File: config.mk
export PLATFORM = sky130hd
export DESIGN_NAME = instruction_sequencer
export DESIGN_NICKNAME = d
export VERILOG_FILES = /design/src/rtl/instruction_sequencer.sv
export SDC_FILE = /design/constraint.sdc
export NUM_CORES = 1
export LEC_CHECK = 0
export ABC_AREA = 1
export CAP_MARGIN = 20
export CORE_UTILIZATION = 30
export DETAILED_ROUTE_END_ITERATION = 10
export SYNTH_ARGS = -nofsm -noshare
export SYNTH_HDL_FRONTEND = slang
export SYNTH_SLANG_ARGS = --single-unit
File: constraint.sdc
create_clock -name clk -period 1.9 [get_ports clk]
set_input_delay 0.38 -clock clk [delete_from_list [all_inputs] [get_ports clk]]
set_output_delay 0.38 -clock clk [all_outputs]
set_load 0.005 [all_outputs]
File: src/rtl/instruction_sequencer.sv
// instruction_sequencer: fetches op|dev|reg|data words from register_memory
// and turns them into I2C master transactions, halting with a code on fault.
module instruction_sequencer #(
  parameter int ADDR_W         = 8,
  parameter int TIMEOUT_CYCLES = 1023
) (
  input  logic              clk,
  input  logic              reset_n,
  input  logic              start,
  output logic [ADDR_W-1:0] reg_addr,
  input  logic [31:0]       instr_data,
  input  logic [3:0]        mem_error,
  output logic              i2c_req_valid,
  input  logic              i2c_req_ready,
  output logic              i2c_req_rw,
  output logic [7:0]        i2c_dev_addr,
  output logic [7:0]        i2c_reg_addr,
  output logic [7:0]        i2c_wdata,
  input  logic              i2c_done,
  input  logic [7:0]        i2c_rdata,
  input  logic              i2c_nack,
  output logic              rd_valid,
  output logic [7:0]        rd_data,
  output logic [7:0]        rd_reg,
  output logic              busy,
  output logic              halted,
  output logic [2:0]        err_code
);

  localparam int CNT_W = $clog2(TIMEOUT_CYCLES + 1);
  localparam logic [CNT_W-1:0] CNT_LAST = CNT_W'(TIMEOUT_CYCLES - 1);

  localparam logic [7:0] OP_NOP = 8'h00;
  localparam logic [7:0] OP_RD  = 8'h01;
  localparam logic [7:0] OP_WR  = 8'h02;
  localparam logic [7:0] OP_JMP = 8'h03;

  localparam logic [2:0] E_NONE = 3'd0;
  localparam logic [2:0] E_MEM  = 3'd1;
  localparam logic [2:0] E_OP   = 3'd2;
  localparam logic [2:0] E_NACK = 3'd3;
  localparam logic [2:0] E_TO   = 3'd4;

  typedef enum logic [2:0] {
    S_IDLE,
    S_FETCH,
    S_DECODE,
    S_ISSUE,
    S_WAIT,
    S_HALT
  } state_e;

  state_e            state, state_n;
  logic [CNT_W-1:0]  cnt, cnt_n;
  logic [ADDR_W-1:0] pc_n;
  logic              valid_n, rw_n, rdv_n, busy_n, halted_n;
  logic [7:0]        dev_n, reg_n, wd_n, rdd_n, rdr_n;
  logic [2:0]        err_n;
  logic [7:0]        op;

  assign op = instr_data[31:24];

  // State and every output are registered together.
  always_ff @(posedge clk or negedge reset_n) begin
    if (!reset_n) begin
      state         <= S_IDLE;
      cnt           <= '0;
      reg_addr      <= '0;
      i2c_req_valid <= 1'b0;
      i2c_req_rw    <= 1'b0;
      i2c_dev_addr  <= '0;
      i2c_reg_addr  <= '0;
      i2c_wdata     <= '0;
      rd_valid      <= 1'b0;
      rd_data       <= '0;
      rd_reg        <= '0;
      busy          <= 1'b0;
      halted        <= 1'b0;
      err_code      <= E_NONE;
    end else begin
      state         <= state_n;
      cnt           <= cnt_n;
      reg_addr      <= pc_n;
      i2c_req_valid <= valid_n;
      i2c_req_rw    <= rw_n;
      i2c_dev_addr  <= dev_n;
      i2c_reg_addr  <= reg_n;
      i2c_wdata     <= wd_n;
      rd_valid      <= rdv_n;
      rd_data       <= rdd_n;
      rd_reg        <= rdr_n;
      busy          <= busy_n;
      halted        <= halted_n;
      err_code      <= err_n;
    end
  end

  // Next state and next register values; everything holds by default.
  always_comb begin
    state_n = state;
    cnt_n   = cnt;
    pc_n    = reg_addr;
    valid_n = i2c_req_valid;
    rw_n    = i2c_req_rw;
    dev_n   = i2c_dev_addr;
    reg_n   = i2c_reg_addr;
    wd_n    = i2c_wdata;
    rdv_n   = 1'b0;
    rdd_n   = rd_data;
    rdr_n   = rd_reg;
    err_n   = err_code;
    unique case (state)
      S_IDLE, S_HALT: begin
        if (start) begin
          pc_n    = '0;
          err_n   = E_NONE;
          state_n = S_FETCH;
        end
      end
      S_FETCH: state_n = S_DECODE;
      S_DECODE: begin
        if (mem_error != 4'h0) begin
          err_n   = E_MEM;
          state_n = S_HALT;
        end else begin
          unique case (1'b1)
            (op == OP_NOP): begin
              pc_n    = reg_addr + ADDR_W'(1);
              state_n = S_FETCH;
            end
            (op == OP_RD || op == OP_WR): begin
              rw_n    = (op == OP_RD);
              dev_n   = instr_data[23:16];
              reg_n   = instr_data[15:8];
              wd_n    = (op == OP_RD) ? 8'h00 : instr_data[7:0];
              valid_n = 1'b1;
              state_n = S_ISSUE;
            end
            (op == OP_JMP): begin
              pc_n    = instr_data[ADDR_W-1:0];
              state_n = S_FETCH;
            end
            default: begin
              err_n   = E_OP;
              state_n = S_HALT;
            end
          endcase
        end
      end
      S_ISSUE: begin
        if (i2c_req_ready) begin
          valid_n = 1'b0;
          cnt_n   = '0;
          state_n = S_WAIT;
        end
      end
      S_WAIT: begin
        if (i2c_done) begin
          if (i2c_nack) begin
            err_n   = E_NACK;
            state_n = S_HALT;
          end else begin
            if (i2c_req_rw) begin
              rdv_n = 1'b1;
              rdd_n = i2c_rdata;
              rdr_n = i2c_reg_addr;
            end
            pc_n    = reg_addr + ADDR_W'(1);
            state_n = S_FETCH;
          end
        end else if (cnt == CNT_LAST) begin
          err_n   = E_TO;
          state_n = S_HALT;
        end else begin
          cnt_n = cnt + CNT_W'(1);
        end
      end
      default: state_n = S_IDLE;
    endcase
    busy_n   = !(state_n == S_IDLE || state_n == S_HALT);
    halted_n = (state_n == S_HALT);
  end

endmodule

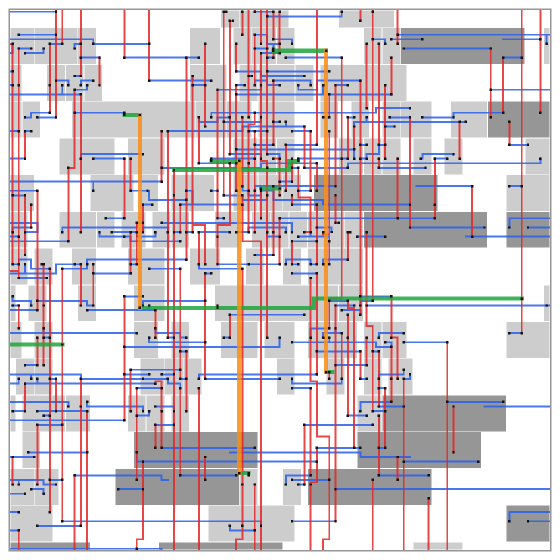
(run_1/closeup.png)
Window x 35 to 75, y 13 to 53 um. Cells in grey, sequential cells in the stronger grey; small squares are vias.
| layer | colour |
|---|---|
| M2 | red |
| M3 | green |
| M4 | orange |
| M1 | blue |
cells with their middle in the window: 113
most frequent: nand2_1 (33), nand3_1 (12), nor2_1 (12)
sequential cells in the window: 9
netlist names of flops here include: err_code (3), state (3), cnt (2)

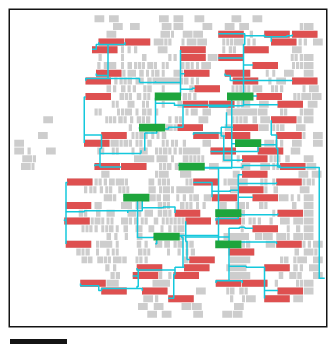
(run_1/clock_wires.png)
Bar = 20 um.
[clock-net drivers] green | count: 9
[flip-flops] red | count: 69
[clock wires] cyan | length: 974 um
flops lie: spread over the die
routed clock nets: 10
clk pwr: 0.00181 W
Worst-Skew Late Latency: 330 ps

==> deck_impl_summary.md, run 1 <==
Run Summary

Outcome
  – Status: finished, final reports clean

Synthesis
  – EDFF count, synth: 0
  – Synth area leader: dfrtp_1
  – Synth Flop Type: dfrtp_1
  – Netlist Area Pre-Place: 3530 sq um
  – Post-Synthesis Cells: 457
  – Post-synth seq share: 0.489
  – Nets at Floorplan: 510

Final timing
  – Final WS setup: 195 ps
  – Final period util: 0.898
  – Setup TNS: 0 ps
  – Fmax: 586 MHz

Drt
  – Iter 0 DRT Violations: 155
  – First-pass detailed-route iteration total: 4
  – Detail Route Antenna Nets: 0

GRT
  – First-pass GRT wire length: 15800 um
  – Total grt overflow: 0
  – Initial antenna violation count: 0

Cells and area
  – Antenna fix cells: 0
  – Top reg by flops: cnt
  – Number of flip-flops in the largest register: 10
  – Layout Nets: 635
  – Final core utilization: 0.454

Place
  – IO Port Bufs: 105
  – GP Congestion: 0.849
  – Post-DP HPWL: 7150 um

Die
  – I/O pin total: 106
  – Core area: 11500 sq um
  – Horiz. Die Dim: 110 um

Min path
  – Worst min path class: in2async

Critical path
  – CP Cell Sequence: clkdlybuf4s50_1
  – R2R Path End: err_code[2]$_DFFE_PN0P_
  – WP data required: 1520 ps
  – Worst reg-to-reg setup slack: 310 ps
  – Critical Path Source Type: flop
  – Setup Crit Path Kind: reg2out
  – Worst setup EP type: output port
  – Crit path largest cell delay: 540 ps
  – Levels on crit path: 1
  – Worst setup startpoint: reg_addr[2]$_DFFE_PN0P_

Power and ir drop
  – Sequential power share: 0.345
  – Switching share of power: 0.320

Clock network
  – Worst-path clk slew: 60 ps
  – PostCTS Resize Cnt: 0
  – Postcts setup bufs: 0
  – CTS tree: done
  – H-tree levels: 3
  – Num CTS Buffers: 9

Run
  – Stage-log warning count: 27
  – Max_cap viols: 0
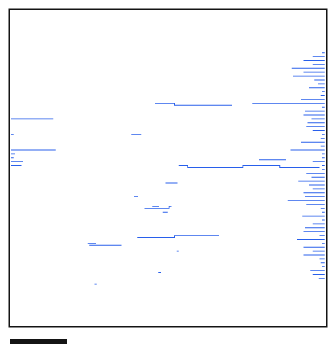
(run_1/m3.png)
Bar = 20 um.
share of all routed wire: 5.2%
main direction: horizontal
nets with wire on the layer: 75
via count: 3318
met3 usage: 0.0456
WL final: 9260 um

[run 1: Yosys cell counts (2+ instances only)]
library cell / number
a21oi_1: 4
nand2_1: 195
nand3_1: 31
o21ai_1: 22
nor2_4: 3
nand2_2: 3
inv_2: 7
o21bai_1: 2
nand4_1: 3
o21ai_0: 14
nor2_1: 30
inv_1: 34
nor2_2: 4
dfrtp_1: 69
xor2_1: 7
a22o_1: 2
buf_2: 4
buf_6: 4
nand3_4: 3
ha_1: 3
[run 1: power by group through the flow]
stage / sequential (W) / clock (W) / combinational [W]
final: 0.00181 / 0.00181 / 0.00162
after global routing: 0.00184 / 0.00191 / 0.00183
after CTS: 0.00181 / 0.00185 / 0.00164
after detailed placement: 0.00184 / 0 / 0.00163
after global placement: 0.00183 / 0 / 0.00161
after floorplan: 0.00183 / 0 / 0.000868
[run 1: cell usage in the layout, fill, tap and decap left out, types with 5 or more instances in the layout]
cell type / n
clkbuf_16: 9
nand2_1: 195
o21ai_1: 22
buf_12: 5
inv_2: 7
dfrtp_1: 69
inv_1: 34
nor2_1: 30
nand3_1: 31
o21ai_0: 14
clkdlybuf4s50_1: 104
xor2_1: 7
buf_4: 13
[run 1: worst max-delay path by stage]
stage	end	slack [ps]
after floorplan	rd_data[6]$_DFFE_PN0P_	500
after global placement	reg_addr[0]$_DFFE_PN0P_	-60
after detailed placement	i2c_wdata[5]$_DFFE_PN0P_	-100
after CTS	reg_addr[5]	170
after global routing	i2c_wdata[5]$_DFFE_PN0P_	60
final	reg_addr[2]	190
[run 1: through the flow]
step | hold WS (ps) | cells | cell area (sq um)
floorplan | 84.4 | 457 | 3530
global placement | 263 | 713 | 4880
detailed placement | 264 | 713 | 4880
CTS | 460 | 730 | 5210
global route | 471 | 730 | 5210
finish | 457 | 730 | 5210
[run 1: logic make-up after synthesis]
group                    Yosys count  synth area share
AND/OR/NAND/NOR                  277             0.339
flip-flops                        69             0.489
buffers and inverters             52            0.0670
AND-OR/OR-AND                     48            0.0744
XOR/XNOR                           8            0.0198
adder cells (fa/ha/maj)            3            0.0106
[run 1: layout make-up]
class / count / area, sq um / area share
clock buffer: 9 / 225 / 0.0432
clock inverter: 7 / 97.6 / 0.0187
inverter: 42 / 160 / 0.0307
multi-input combinational: 336 / 1570 / 0.301
sequential: 69 / 1730 / 0.331
tap: 143 / 179 / 0.0343
timing repair buffer: 124 / 1250 / 0.241
[run 1: metal layers]
metal  global-route usage  up-vias  wire length [um]
li1                     -     1687                 -
met5                    0        -                 0
met3               0.0456       10               480
met4               0.0587        0               114
met1                0.195     1532              4230
met2                0.267       89              4440
[run 1: what timing repair did]
| item | CTS | global route |
|---|---|---|
| endpoints found under the setup margin | 0 | 0 |
| hold buffers | 1 | 0 |
| hold endpoints to repair | 6 | 0 |
==> run 2, diff against run 1 <==
SETUP_SLACK_MARGIN = 0.4   (was default)
==> run 2 against run 1 <==
  * Sequential power barely moved
  * Fmax grew 11%
  * Worst hold slack lost 2.3 ps
  * Routed wire length rose by 11%
  * Synthesized cell count stayed put
  * Flip-flop count unchanged
  * Core utilization increased by 4.6 points
  * Register-to-register slack improved by 50 ps
  * First-iteration DRC count up 31%
  * Clock-buffer cell count unchanged
  * Area after synthesis unchanged
==> deck_impl_summary.md, run 2 <==
Run Summary

Critical path
  – Critical Path Source Type: flop
  – WP data required: 2140 ps
  – CP Cell Sequence: buf_6 > nand3_4 > inv_4 > nand2_2 > nand3_2 > nor2_4 > buf_12 > nand2_1 > o21ai_1
  – Crit path largest cell delay: 420 ps
  – Crit path max-delay cell type: dfrtp_1
  – FF-to-FF path depth: 9
  – Delay-heaviest family, CP: simple AND/OR/NAND/NOR gates
  – Levels on crit path: 9
  – Worst setup EP type: flop
  – Setup Crit Path Kind: reg2reg
  – R2R Path Start: state[1]$_DFF_PN0_
  – Worst setup startpoint: state[1]$_DFF_PN0_

Power and ir drop
  – Pwr per Cell Area: 983 nW/um^2
  – Switching power: 0.00190 W
  – Sequential power share: 0.319
  – Worst VDD drop: 474 uV
  – Power, Total: 0.00564 W
  – Comb power frac: 0.360
  – Switching share of power: 0.337

Final timing
  – Unrepaired setup endpoints after global routing: yes
  – Period minus WS final: 1540 ps
  – Final hold vios: 0
  – Final Hold Slack: 454 ps
  – Max_slew headroom: 0.644
  – Final period util: 0.812
  – Max Slew Vio Count: 0
  – Fmax: 648 MHz

Clock network
  – Worst-path clk slew: 60 ps
  – Clock Root Buffer: clkbuf_16
  – Num CTS Buffers: 9
  – H-tree levels: 3
  – Worst-Skew Late Latency: 330 ps
  – CTS tree: done

Cells and area
  – Layout cell share with drive strength beyond 1: 0.246
  – Most numerous logic cell after layout: nand2_1
  – Synth-to-Final Area Change: 62.5%
  – Top Layout Cells: nand2_1 (166), dfrtp_1 (65), dlygate4sd2_1 (56)
  – Top reg by flops: cnt
  – Number of flip-flops in the largest register: 10
  – Antenna fix cells: 0
  – Layout Nets: 670
  – Filler Cells Inserted: 1091

Synthesis
  – Post-Synthesis Cells: 457
  – Netlist Area Pre-Place: 3530 sq um
  – Synth cell count leaders: nand2_1 (195), dfrtp_1 (69), inv_1 (34), nand3_1 (31), nor2_1 (30)
  – Post-synth seq share: 0.489
  – Synth top cell by count: nand2_1
  – Synth area leader: dfrtp_1
  – Synth unique cells: 33
  – Top-area cell share: 0.489
  – EDFF count, synth: 0
  – Synth Area per Inst: 7.73 sq um
  – Yosys reg bits: 69
  – Ys async rst share: 1.00
  – Nets at Floorplan: 510
  – Synth area leaders: dfrtp_1 (49%), nand2_1 (21%), nand3_1 (4.4%)
  – Yosys stat area: 3530 sq um
  – Synth Flop Type: dfrtp_1

Die
  – Horiz. Die Dim: 110 um
  – Die H: 110 um
  – Floorplan core density: 0.308
  – I/O pin total: 106
  – Chip area: 12200 sq um
  – Row count: 39
  – Core area: 11500 sq um

Place
  – Post-DP HPWL: 7150 um
  – IO Port Bufs: 105
  – GP Congestion: 0.849

Outcome
  – Status: finished, final reports clean

GRT
  – Number of global-route vias before repair: 3555
  – Total grt overflow: 0
  – Largest net degree at the start of global routing: 24
  – First-pass GRT wire length: 16500 um
  – Initial antenna violation count: 0
  – Total track usage: 0.166

Min path
  – Worst min path class: in2async

Drt
  – WL final: 10300 um
  – DRC: 0
  – First-pass detailed-route iteration total: 4
  – Number of vias per cell: 4.60
  – Iter 0 DRT Violations: 203
  – Detail Route Antenna Nets: 0

Run
  – Max_cap viols: 0
  – Stage-log warning count: 29
## run 2: path summary, 6_finish.rpt
path / end / slack [ps]
max in group asynchronous: rd_reg[2]$_DFFE_PN0P_ / 880
min in group clk: rd_reg[5]$_DFFE_PN0P_ / 470
setup reg to reg: reg_addr[4]$_DFFE_PN0P_ / 360
hold reg to reg: rd_reg[5]$_DFFE_PN0P_ / 470
hold / removal: rd_data[4]$_DFFE_PN0P_ / 450
setup / recovery: reg_addr[4]$_DFFE_PN0P_ / 360
## run 2: per-stage QoR
stage | util | cell area (sq um) | setup TNS, ps | setup WS (ps) | cells
floorplan | - | 3530 | 0 | 503 | 457
global placement | 0.425 | 4880 | -947 | -63.3 | 713
detailed placement | 0.425 | 4880 | -2000 | -104 | 713
CTS | 0.466 | 5350 | 0 | 304 | 750
global route | 0.500 | 5740 | 0 | 248 | 765
finish | 0.500 | 5740 | 0 | 357 | 765
## run 2: cells by family after synthesis
family / Yosys count / synth area share
and+or+nand+nor: 277 / 0.339
DFF: 69 / 0.489
buffers and inverters: 52 / 0.0670
AOI/OAI and AO/OA: 48 / 0.0744
xor gates and xnor gates: 8 / 0.0198
adders and majority gates: 3 / 0.0106
## run 2: cell type report
| class | instances | area, sq um | share of cell area |
|---|---|---|---|
| multi-input cells | 337 | 1810 | 0.315 |
| flip-flops and latches | 69 | 1730 | 0.302 |
| repair buffers | 158 | 1530 | 0.266 |
| clock buffers | 9 | 225 | 0.0392 |
| well taps | 143 | 179 | 0.0312 |
| inverters | 42 | 173 | 0.0301 |
| clock inverters | 7 | 97.6 | 0.0170 |
## run 2: what timing repair did
item                                    4_1_cts  5_1_grt
gates cloned                                  0        4
endpoints found under the hold margin         6        0
resized                                      74       82
hold buffers                                  1        0
pin swaps                                     5       34
buffers inserted                             20       11
endpoints found under the setup margin      121       64
## run 2: layer usage
layer	vias to the layer above	wire, um	global-route usage
li1	1762	-	-
met1	1652	4490	0.198
met2	94	5160	0.286
met3	13	473	0.0450
met4	0	159	0.0569
met5	-	0	0
## run 2: power by group through the flow
stage               sequential [W]  combinational [W]  clock (W)
floorplan                  0.00183           0.000868          0
global placement           0.00183            0.00161          0
detailed placement         0.00184            0.00163          0
CTS                        0.00178            0.00171    0.00185
global route               0.00182            0.00224    0.00191
finish                     0.00180            0.00203    0.00181
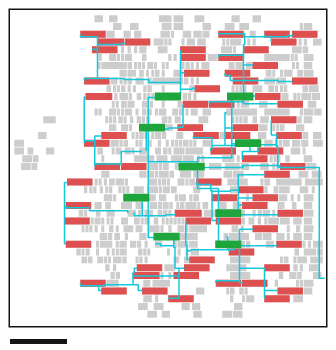
(run_2/clock_wires.png)
Bar = 20 um.
[clock wires] cyan | length: 957 um
[flip-flops] red | count: 69
[clock-net drivers] green | count: 9
flops lie: spread over the die
routed clock nets: 10
Clock power frac: 0.321
Clock Skews: 6.58 ps

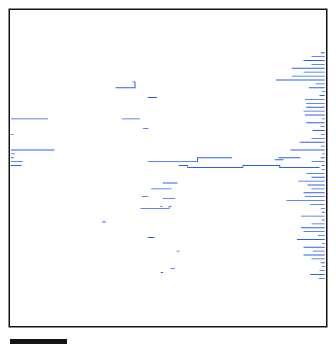
(run_2/m3.png)
Bar = 20 um.
share of all routed wire: 4.6%
nets with wire on the layer: 77
longest straight run: 19.3 um
met3 usage: 0.0450
via count: 3521

==> run 3, diff against run 2 <==
clock period = 1.3 ns   (was 1.9 ns; I/O delays follow)
==> run 3 against run 2 <==
  * The run now ends with negative setup slack left
  * Power grew 51%
  * Non-clock buffer count up 44
  * Clock power up 48%
  * Clock skew barely moved
  * Core utilization grew 1.8 points
  * Cell count is 5.9% higher
  * Global-route usage is 1.5 points higher
  * First-iteration DRC count decreased by 12%
  * Highest routed layer unchanged
==> deck_impl_summary.md, run 3 <==
Run Summary

Synthesis
  – Netlist Area Pre-Place: 3530 sq um
  – Synth Area per Inst: 7.73 sq um
  – Synth cell count leaders: nand2_1 (195), dfrtp_1 (69), inv_1 (34), nand3_1 (31), nor2_1 (30)
  – Synth unique cells: 33
  – Yosys stat area: 3530 sq um
  – EDFF count, synth: 0
  – Post-synth seq share: 0.489
  – Yosys reg bits: 69
  – Synth top cell by count: nand2_1
  – Synth area leader: dfrtp_1

Final timing
  – Fmax: 667 MHz
  – Clock Skews: 6.71 ps
  – Final hold vios: 0
  – Endpoints failing setup: 66
  – Unrepaired setup endpoints after global routing: yes
  – Final period util: 1.15
  – Final WS setup: -198 ps

Die
  – Die H: 110 um
  – Chip area: 12200 sq um
  – Row count: 39
  – Core area: 11500 sq um
  – I/O pin total: 106

Power and ir drop
  – Switching share of power: 0.336
  – Switching power: 0.00286 W
  – Power, Total: 0.00853 W
  – Comb power frac: 0.380
  – Clock power frac: 0.314
  – Worst VDD drop: 763 uV
  – Sequential power share: 0.307

Drt
  – Detail Route Antenna Nets: 0
  – Iter 0 DRT Violations: 179
  – Number of vias per cell: 4.65

Critical path
  – FF-to-FF path depth: 7
  – Crit path largest cell delay: 400 ps
  – Worst setup EP type: flop
  – Setup Crit Path Kind: in2reg
  – Crit path max-delay cell type: clkdlybuf4s50_1
  – CP Cell Sequence: clkdlybuf4s50_1 > nor2_1 > nand3_2 > nor2_4 > nand3_4 > buf_6 > nand2_2 > o21ai_1
  – R2R Path End: i2c_wdata[5]$_DFFE_PN0P_
  – Worst reg-to-reg setup slack: -170 ps

Cells and area
  – Top Layout Cells: nand2_1 (160), buf_4 (79), dfrtp_1 (64)
  – Number of flip-flops in the largest register: 10
  – Synth-to-Final Area Change: 68.4%
  – Post-route cell area: 5940 sq um
  – Final core utilization: 0.518
  – Layout cell share with drive strength beyond 1: 0.396
  – Most numerous logic cell after layout: nand2_1
  – Top reg by flops: cnt
  – Antenna fix cells: 0

Clock network
  – Clock Root Buffer: clkbuf_16
  – Num CTS Buffers: 9
  – H-tree levels: 3
  – Worst-Skew Late Latency: 330 ps
  – Worst-path clk slew: 60 ps

GRT
  – First-pass GRT wire length: 17700 um
  – Number of global-route vias before repair: 3696
  – Largest net degree at the start of global routing: 70
  – Initial antenna violation count: 0

Place
  – IO Port Bufs: 105
  – Post-DP Area: 5170 sq um

Outcome
  – Status: finished with violations
  – Violated checks: negative setup slack

Run
  – Stage-log warning count: 30
## run 3: cell counts after synthesis
No cell type changed its count.
## run 3: per-layer routing
metal | share of wire | global-route usage | routed length (um) | up-vias
li1 | - | - | - | 1851
met4 | 0.015 | 0.0693 | 169 | 0
met3 | 0.047 | 0.0357 | 523 | 16
met2 | 0.51 | 0.310 | 5570 | 105
met5 | 0 | 0 | 0 | -
met1 | 0.43 | 0.222 | 4760 | 1793
## run 3: critical path: cells and delay by family
kind	cells	cell delay, ps
AND-OR/OR-AND	1	60
buffers and inverters	2	580
AND/OR/NAND/NOR	5	820
## run 3: cell type report
cell class | instances | area [sq um]
Clock buffer | 9 | 225
Clock inverter | 7 | 97.6
Fill cell | 1084 | 5520
Inverter | 42 | 168
Multi-Input combinational cell | 337 | 1880
Sequential cell | 69 | 1730
Tap cell | 143 | 179
Timing Repair Buffer | 202 | 1650
Timing Repair inverter | 1 | 8.76
## run 3: power by group through the flow
stage | registers, W | clock network, W | logic, W
final | 0.00262 | 0.00268 | 0.00324
after global placement | 0.00265 | 0 | 0.00280
after floorplan | 0.00270 | 0 | 0.00137
after CTS | 0.00261 | 0.00272 | 0.00298
after detailed placement | 0.00266 | 0 | 0.00284
after global routing | 0.00265 | 0.00283 | 0.00357
## run 3: cell families after synthesis
logic type | synth area share
AOI/OAI and AO/OA | 0.0744
xor gates and xnor gates | 0.0198
adders and majority gates | 0.0106
buffers and inverters | 0.0670
DFF | 0.489
and+or+nand+nor | 0.339
## run 3: timing repair
action | 4_1_cts | 5_1_grt
buffers inserted | 29 | 19
setup endpoints to repair | 125 | 127
gates cloned | 3 | 0
pin swaps | 9 | 22
hold buffers | 1 | 0
hold endpoints to repair | 69 | 0
gates resized | 267 | 59
## run 3: how the worst max path moves through the flow
stage | from | to | slack, ps | cells past startpoint
floorplan | state[1]$_DFF_PN0_ | rd_data[6]$_DFFE_PN0P_ | -40 | 7
global placement | mem_error[3] | i2c_dev_addr[3]$_DFFE_PN0P_ | -490 | 8
detailed placement | mem_error[3] | i2c_dev_addr[3]$_DFFE_PN0P_ | -530 | 8
CTS | state[2]$_DFF_PN0_ | reg_addr[2]$_DFFE_PN0P_ | -140 | 10
global route | mem_error[3] | i2c_wdata[5]$_DFFE_PN0P_ | -250 | 8
finish | mem_error[3] | i2c_wdata[5]$_DFFE_PN0P_ | -200 | 8
## run 3: per-stage QoR
| step | cells | hold slack, ps | setup TNS, ps |
|---|---|---|---|
| after floorplan | 457 | -35.6 | -590 |
| after global placement | 742 | 314 | -25020 |
| after detailed placement | 742 | 314 | -26830 |
| after CTS | 791 | 458 | -7050 |
| after global routing | 810 | 476 | -13840 |
| final | 810 | 444 | -8030 |
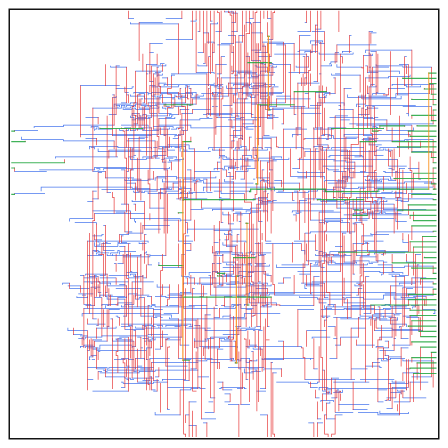
(run_3/layers.png)
| layer | colour | wire length |
|---|---|---|
| M4 | orange | 169 um |
| M3 | green | 524 um |
| M1 | blue | 4760 um |
| M2 | red | 5570 um |
WL final: 11000 um
via count: 3765
total track usage: 0.180
Routed WL per cell: 13.6 um

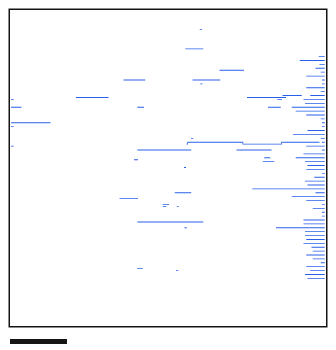
(run_3/m3.png)
Bar = 20 um.
longest straight run: 25.1 um
main direction: horizontal
wire length on this layer: 524 um
share of all routed wire: 4.8%
met3 usage: 0.0357

Power figures rest on the tool's default switching activity, not on a simulated workload.
